<file path="src/rtl/ysyx_25020047_pkg.sv">
// Shared definitions for the ysyx_25020047 write-back path: write-back
// source encodings, load funct3 codes and the two-state pipe FSM encoding.
package ysyx_25020047_pkg;

    // Write-back data source selected by the upstream stage.
    typedef enum logic [1:0] {
        WB_NONE = 2'd0,
        WB_ALU  = 2'd1,
        WB_LOAD = 2'd2,
        WB_LINK = 2'd3
    } wb_sel_t;

    // Load size/sign encodings (RISC-V funct3 of the load opcode).
    localparam logic [2:0] F3_LB  = 3'd0;
    localparam logic [2:0] F3_LH  = 3'd1;
    localparam logic [2:0] F3_LW  = 3'd2;
    localparam logic [2:0] F3_LD  = 3'd3;
    localparam logic [2:0] F3_LBU = 3'd4;
    localparam logic [2:0] F3_LHU = 3'd5;
    localparam logic [2:0] F3_LWU = 3'd6;

    // Occupancy of the single output register.
    localparam logic [0:0] ST_EMPTY = 1'b0;
    localparam logic [0:0] ST_FULL  = 1'b1;

    // A write-back source that produces a register value at all.
    function automatic logic sel_writes(input wb_sel_t sel);
        return sel != WB_NONE;
    endfunction

endpackage

</file>
<file path="src/rtl/ysyx_25020047_load_fmt.sv">
// Combinational load formatter: shifts the addressed field of an aligned
// memory word down to bit 0 and sign/zero-extends it according to funct3.
// With YSYX_25020047_WBU_MISALIGN_EN defined it also reports whether the
// byte offset violates the natural alignment of the access size.
module ysyx_25020047_load_fmt
    import ysyx_25020047_pkg::*;
#(
    parameter int XLEN = 32,
    localparam int OFFW = $clog2(XLEN / 8)
) (
    input  logic [2:0]      funct3_i,
    input  logic [OFFW-1:0] offset_i,
    input  logic [XLEN-1:0] memdata_i,
    output logic [XLEN-1:0] data_o,
`ifdef YSYX_25020047_WBU_MISALIGN_EN
    output logic            misaligned_o,
`endif
    output logic            legal_o
);

    logic [XLEN-1:0] shifted;

    // The addressed byte lands at bit 0 regardless of access size.
    assign shifted = memdata_i >> {offset_i, 3'b000};

    // Extend the field; sizes that do not exist for this XLEN are illegal.
    always_comb begin
        // NOTE: every output of a combinational block gets a default first,
        // so no path through the case leaves it unassigned (no latch).
        data_o  = '0;
        legal_o = 1'b0;
        case (funct3_i)
            F3_LB: begin
                data_o  = XLEN'($signed(shifted[7:0]));
                legal_o = 1'b1;
            end
            F3_LH: begin
                data_o  = XLEN'($signed(shifted[15:0]));
                legal_o = 1'b1;
            end
            F3_LW: begin
                data_o  = XLEN'($signed(shifted[31:0]));
                legal_o = 1'b1;
            end
            F3_LD: begin
                if (XLEN == 64) begin
                    data_o  = shifted;
                    legal_o = 1'b1;
                end
            end
            F3_LBU: begin
                data_o  = XLEN'(shifted[7:0]);
                legal_o = 1'b1;
            end
            F3_LHU: begin
                data_o  = XLEN'(shifted[15:0]);
                legal_o = 1'b1;
            end
            F3_LWU: begin
                if (XLEN == 64) begin
                    data_o  = XLEN'(shifted[31:0]);
                    legal_o = 1'b1;
                end
            end
            default: begin
                data_o  = '0;
                legal_o = 1'b0;
            end
        endcase
    end

`ifdef YSYX_25020047_WBU_MISALIGN_EN
    logic [2:0] off3;

    // Offset widened to 3 bits so one set of compares serves XLEN 32 and 64.
    assign off3 = 3'(offset_i);

    // Natural alignment check by access size.
    always_comb begin
        misaligned_o = 1'b0;
        case (funct3_i)
            F3_LH, F3_LHU: misaligned_o = off3[0];
            F3_LW, F3_LWU: misaligned_o = |off3[1:0];
            F3_LD:         misaligned_o = |off3;
            default:       misaligned_o = 1'b0;
        endcase
    end
`endif

endmodule

</file>
<file path="src/rtl/ysyx_25020047_wbu_pipe.sv">
// Registered, handshaked write-back stage. One output register holds a
// committed instruction (dnpc, write data, write enable, rd); the regfile
// write and IFU redirect happen on the out_valid/out_ready handshake, and a
// wrapping retired-instruction counter advances on every commit.
// Optional: YSYX_25020047_WBU_MISALIGN_EN adds misaligned load/jump
// detection and the out_exc port.
module ysyx_25020047_wbu_pipe
    import ysyx_25020047_pkg::*;
#(
    parameter int XLEN   = 32,
    parameter int NR_REG = 32,
    localparam int RW    = $clog2(NR_REG)
) (
    input  logic            clk,
    input  logic            rst_n,
    // Upstream (LSU/EXU) side
    input  logic            in_valid,
    output logic            in_ready,
    input  logic [1:0]      in_wb_sel,
    input  logic            in_jump,
    input  logic [2:0]      in_funct3,
    input  logic [RW-1:0]   in_rd,
    input  logic [XLEN-1:0] in_result,
    input  logic [XLEN-1:0] in_memdata,
    input  logic [XLEN-1:0] in_snpc,
    // Commit side (IFU / register file)
    output logic            out_valid,
    input  logic            out_ready,
    output logic [XLEN-1:0] out_dnpc,
    output logic            rf_wen,
    output logic [RW-1:0]   rf_waddr,
    output logic [XLEN-1:0] rf_wdata,
`ifdef YSYX_25020047_WBU_MISALIGN_EN
    output logic            out_exc,
`endif
    output logic [XLEN-1:0] instret
);

    localparam int OFFW = $clog2(XLEN / 8);

    wb_sel_t         sel;
    logic [0:0]      state_q, state_d;
    logic            accept, commit;

    logic [XLEN-1:0] dnpc_q,  dnpc_d;
    logic [XLEN-1:0] wdata_q, wdata_d;
    logic            wen_q,   wen_d;
    logic [RW-1:0]   rd_q;
    logic [XLEN-1:0] instret_q;

    logic [XLEN-1:0] load_data;
    logic            load_legal;
`ifdef YSYX_25020047_WBU_MISALIGN_EN
    logic            load_mis;
    logic            exc_q, exc_d;
`endif

    assign sel = wb_sel_t'(in_wb_sel);

    // Handshakes: in_ready depends only on occupancy and out_ready.
    assign out_valid = (state_q == ST_FULL);
    assign in_ready  = (state_q == ST_EMPTY) | out_ready;
    assign accept    = in_valid & in_ready;
    assign commit    = out_valid & out_ready;

    ysyx_25020047_load_fmt #(
        .XLEN (XLEN)
    ) u_load_fmt (
        .funct3_i     (in_funct3),
        .offset_i     (in_result[OFFW-1:0]),
        .memdata_i    (in_memdata),
        .data_o       (load_data),
`ifdef YSYX_25020047_WBU_MISALIGN_EN
        .misaligned_o (load_mis),
`endif
        .legal_o      (load_legal)
    );

    // Build the entry that is captured on accept.
    always_comb begin
        dnpc_d  = in_jump ? in_result : in_snpc;
        wdata_d = '0;
        wen_d   = sel_writes(sel);
        case (sel)
            WB_ALU:  wdata_d = in_result;
            WB_LINK: wdata_d = in_snpc;
            WB_LOAD: begin
                wdata_d = load_data;
                wen_d   = load_legal;
            end
            default: wdata_d = '0;
        endcase
        // x0 is hard-wired; never strobe a write to it.
        if (in_rd == '0) begin
            wen_d = 1'b0;
        end
`ifdef YSYX_25020047_WBU_MISALIGN_EN
        // A faulting instruction still commits (and redirects) but never
        // writes the register file.
        exc_d = ((sel == WB_LOAD) & load_legal & load_mis) | (in_jump & in_result[1]);
        if (exc_d) begin
            wen_d = 1'b0;
        end
`endif
    end

    // EMPTY/FULL occupancy: a simultaneous commit and accept stays FULL.
    always_comb begin
        state_d = state_q;
        case (state_q)
            ST_EMPTY: if (accept) state_d = ST_FULL;
            ST_FULL:  if (commit && !accept) state_d = ST_EMPTY;
            default:  state_d = ST_EMPTY;
        endcase
    end

    // Occupancy register; reset drops any held entry.
    always_ff @(posedge clk or negedge rst_n) begin
        if (!rst_n) begin
            // NOTE: sequential state is updated with non-blocking assignments
            // so every flop samples the pre-edge values of its neighbours.
            state_q <= ST_EMPTY;
        end else begin
            state_q <= state_d;
        end
    end

    // Output register: reloaded only on accept, so it holds under backpressure.
    always_ff @(posedge clk or negedge rst_n) begin
        if (!rst_n) begin
            dnpc_q  <= '0;
            wdata_q <= '0;
            wen_q   <= 1'b0;
            rd_q    <= '0;
`ifdef YSYX_25020047_WBU_MISALIGN_EN
            exc_q   <= 1'b0;
`endif
        end else if (accept) begin
            dnpc_q  <= dnpc_d;
            wdata_q <= wdata_d;
            wen_q   <= wen_d;
            rd_q    <= in_rd;
`ifdef YSYX_25020047_WBU_MISALIGN_EN
            exc_q   <= exc_d;
`endif
        end
    end

    // Retired-instruction counter; wraps naturally at 2^XLEN.
    always_ff @(posedge clk or negedge rst_n) begin
        if (!rst_n) begin
            instret_q <= '0;
        end else if (commit) begin
            instret_q <= instret_q + XLEN'(1);
        end
    end

    // The regfile write coincides with the commit handshake.
    assign rf_wen   = commit & wen_q;
    assign rf_waddr = rd_q;
    assign rf_wdata = wdata_q;
    assign out_dnpc = dnpc_q;
    assign instret  = instret_q;
`ifdef YSYX_25020047_WBU_MISALIGN_EN
    assign out_exc  = exc_q;
`endif

endmodule

</file>
<file path="config.mk">
export PLATFORM = sky130hd
export DESIGN_NAME = ysyx_25020047_wbu_pipe
export DESIGN_NICKNAME = d
export VERILOG_FILES = /design/src/rtl/ysyx_25020047_pkg.sv /design/src/rtl/ysyx_25020047_load_fmt.sv /design/src/rtl/ysyx_25020047_wbu_pipe.sv
export SDC_FILE = /design/constraint.sdc
export NUM_CORES = 1
export LEC_CHECK = 0
export CORE_AREA = 2 2 126 116
export CTS_BUF_LIST = sky130_fd_sc_hd__clkbuf_8
export CTS_CLUSTER_SIZE = 14
export DETAILED_ROUTE_END_ITERATION = 12
export DIE_AREA = 0 0 128 118
export GPL_ROUTABILITY_DRIVEN = 0
export PLACE_DENSITY = 0.79
export SLEW_MARGIN = 40
export SYNTH_ARGS = -nofsm -noshare
export SYNTH_HDL_FRONTEND = slang
export SYNTH_SLANG_ARGS = --single-unit
</file>
<file path="constraint.sdc">
create_clock -name clk -period 1.5 [get_ports clk]
set_input_delay 0.45 -clock clk [delete_from_list [all_inputs] [get_ports clk]]
set_output_delay 0.45 -clock clk [all_outputs]
set_load 0.01 [all_outputs]
</file>
Figure 1. Placement by cell class.
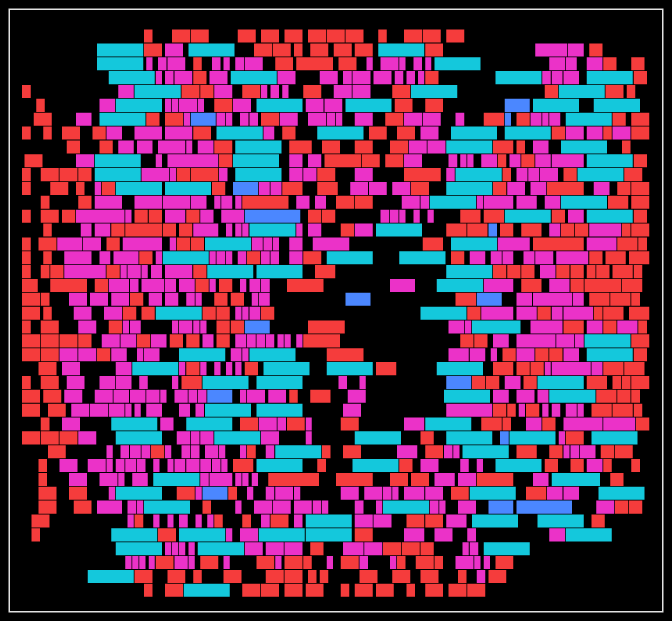
cyan -> flip-flops  # cells 103, share of their area 27%
magenta -> all other logic  # cells 440, share of their area 36%
red -> other buffers and delay cells  # cells 365, share of their area 35%
blue -> clock drivers and dummy loads  # cells 15, share of their area 2.2%

Figure 2. Gate-type map.
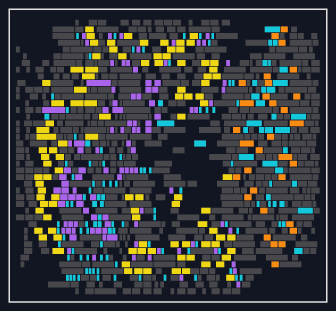
cyan -> NAND gates  # cells 128, where widely spread
yellow -> multiplexers  # cells 100
purple -> inverting AOI/OAI gates  # cells 102
orange -> XOR/XNOR gates  # cells 31
Layout Cells excl Fill: 1,095
multi-input logic portion of the cell area: 34.7%
Top cell excl fill/tap: buf_4

==> ci_impl_report.md <==
### Flow metrics

| Metric | Value |
|---|---|
| Area growth syn-to-layout | `68.6%` |
| Diodes inserted | `0` |
| Violated checks | `setup timing` |
| Die width | `128 µm` |
| Initial DRC Count | `456` |
| PnR worst setup slack | `-0.193 ns` |
| Skew final | `0.0110 ns` |
| Mapped Nets | `691` |
| Hpwl dp | `15.2 mm` |
| Post-synth top flop | `dfrtp_1` |
| Synth logic family | `multiplexers` |
| Ys async rst share | `100%` |
| Fin Hold WS | `0.0307 ns` |
| Cell count listed in synth_stat.txt | `579` |
| Outcome | `finished with violations` |
| Layout cells sized above 1 | `35.4%` |
| Fp util | `41.6%` |
| Avg Synthesized Cell Area | `9.87 µm²` |
| Final Critical Period | `1.69 ns` |
| Clock Latency Late Sink | `0.39 ns` |
| Setup violators final | `28` |
| Core box area | `13,700 µm²` |
| Slew @ Worst Pin | `0.526 ns` |
| GRT overflow | `0` |
| Adders+Majority by Area | `0.219%` |
| Mux share | `18.2%` |
==> where the power goes <==
group	internal, mW	switching (mW)
Sequential	3.13	0.252
Clock	0.966	0.985
Combinational	1.55	1.42
Total	5.64	2.66
==> cells by family after synthesis <==
family / count (synthesis)
xor gates and xnor gates: 31
DFF: 103
adders and majority gates: 1
muxes: 100
buffers and inverters: 41
and+or+nand+nor: 192
AOI/OAI and AO/OA: 111
==> placed cells by master (no fill, tap or decap), types with 22 or more instances in the layout <==
master,instances
o21ai_0,41
clkdlybuf4s50_1,95
mux2i_1,79
xnor2_1,22
dfrtp_1,101
buf_6,32
nand2_1,86
buf_4,112
nor2_1,32
clkbuf_2,47
clkdlybuf4s15_1,33
==> flip-flops by register name, summed over array words and instances, names as in the netlist <==
signal,count
instret,32
rf_waddr,5
out_valid,1
out_dnpc,32
rf_wdata,32
wen_q,1
==> cell type report <==
| class | count | area (µm²) |
|---|---|---|
| fill | 968 | 4120 |
| multi-input combinational | 436 | 3340 |
| timing repair buffer | 365 | 3270 |
| sequential | 103 | 2580 |
| tap | 172 | 215 |
| clock buffer | 10 | 138 |
| clock inverter | 5 | 73.8 |
| inverter | 4 | 15.0 |
==> layer usage <==
| layer | vias up | global-route usage (%) | part of all wire (%) |
|---|---|---|---|
| met5 | - | 0 | 0 |
| met3 | 59 | 3.95 | 6.2 |
| met4 | 0 | 10.6 | 3.8 |
| met1 | 3017 | 34.2 | 39 |
| li1 | 2762 | - | - |
| met2 | 322 | 47.8 | 51 |
==> worst max path at each step <==
| stage | to | cells after the start | start |
|---|---|---|---|
| 2_1_floorplan | rf_wdata[15] | 6 | in_result[0] |
| 3_3_place_gp | rf_wdata[26] | 7 | out_ready |
| 3_5_place_dp | rf_wdata[30] | 7 | out_ready |
| 4_1_cts | rf_wen | 3 | out_valid |
| 5_1_grt | instret[28] | 7 | instret[20] |
| 6_report | instret[28] | 7 | instret[20] |
==> per-stage QoR <==
stage | total power, mW | area [µm²]
6_report | 8.30 | 9630
3_5_place_dp | 6.02 | 8630
2_1_floorplan | 4.39 | 5810
4_1_cts | 8.03 | 9470
3_3_place_gp | 5.94 | 8630
5_1_grt | 8.64 | 9630
==> repair_timing <==
action,4_1_cts,5_1_grt
pin swaps,18,33
setup buffers,49,23
endpoints found under the setup margin,198,129
cloned,3,2
resized,304,141
Power is estimated from default activity; no workload was simulated.
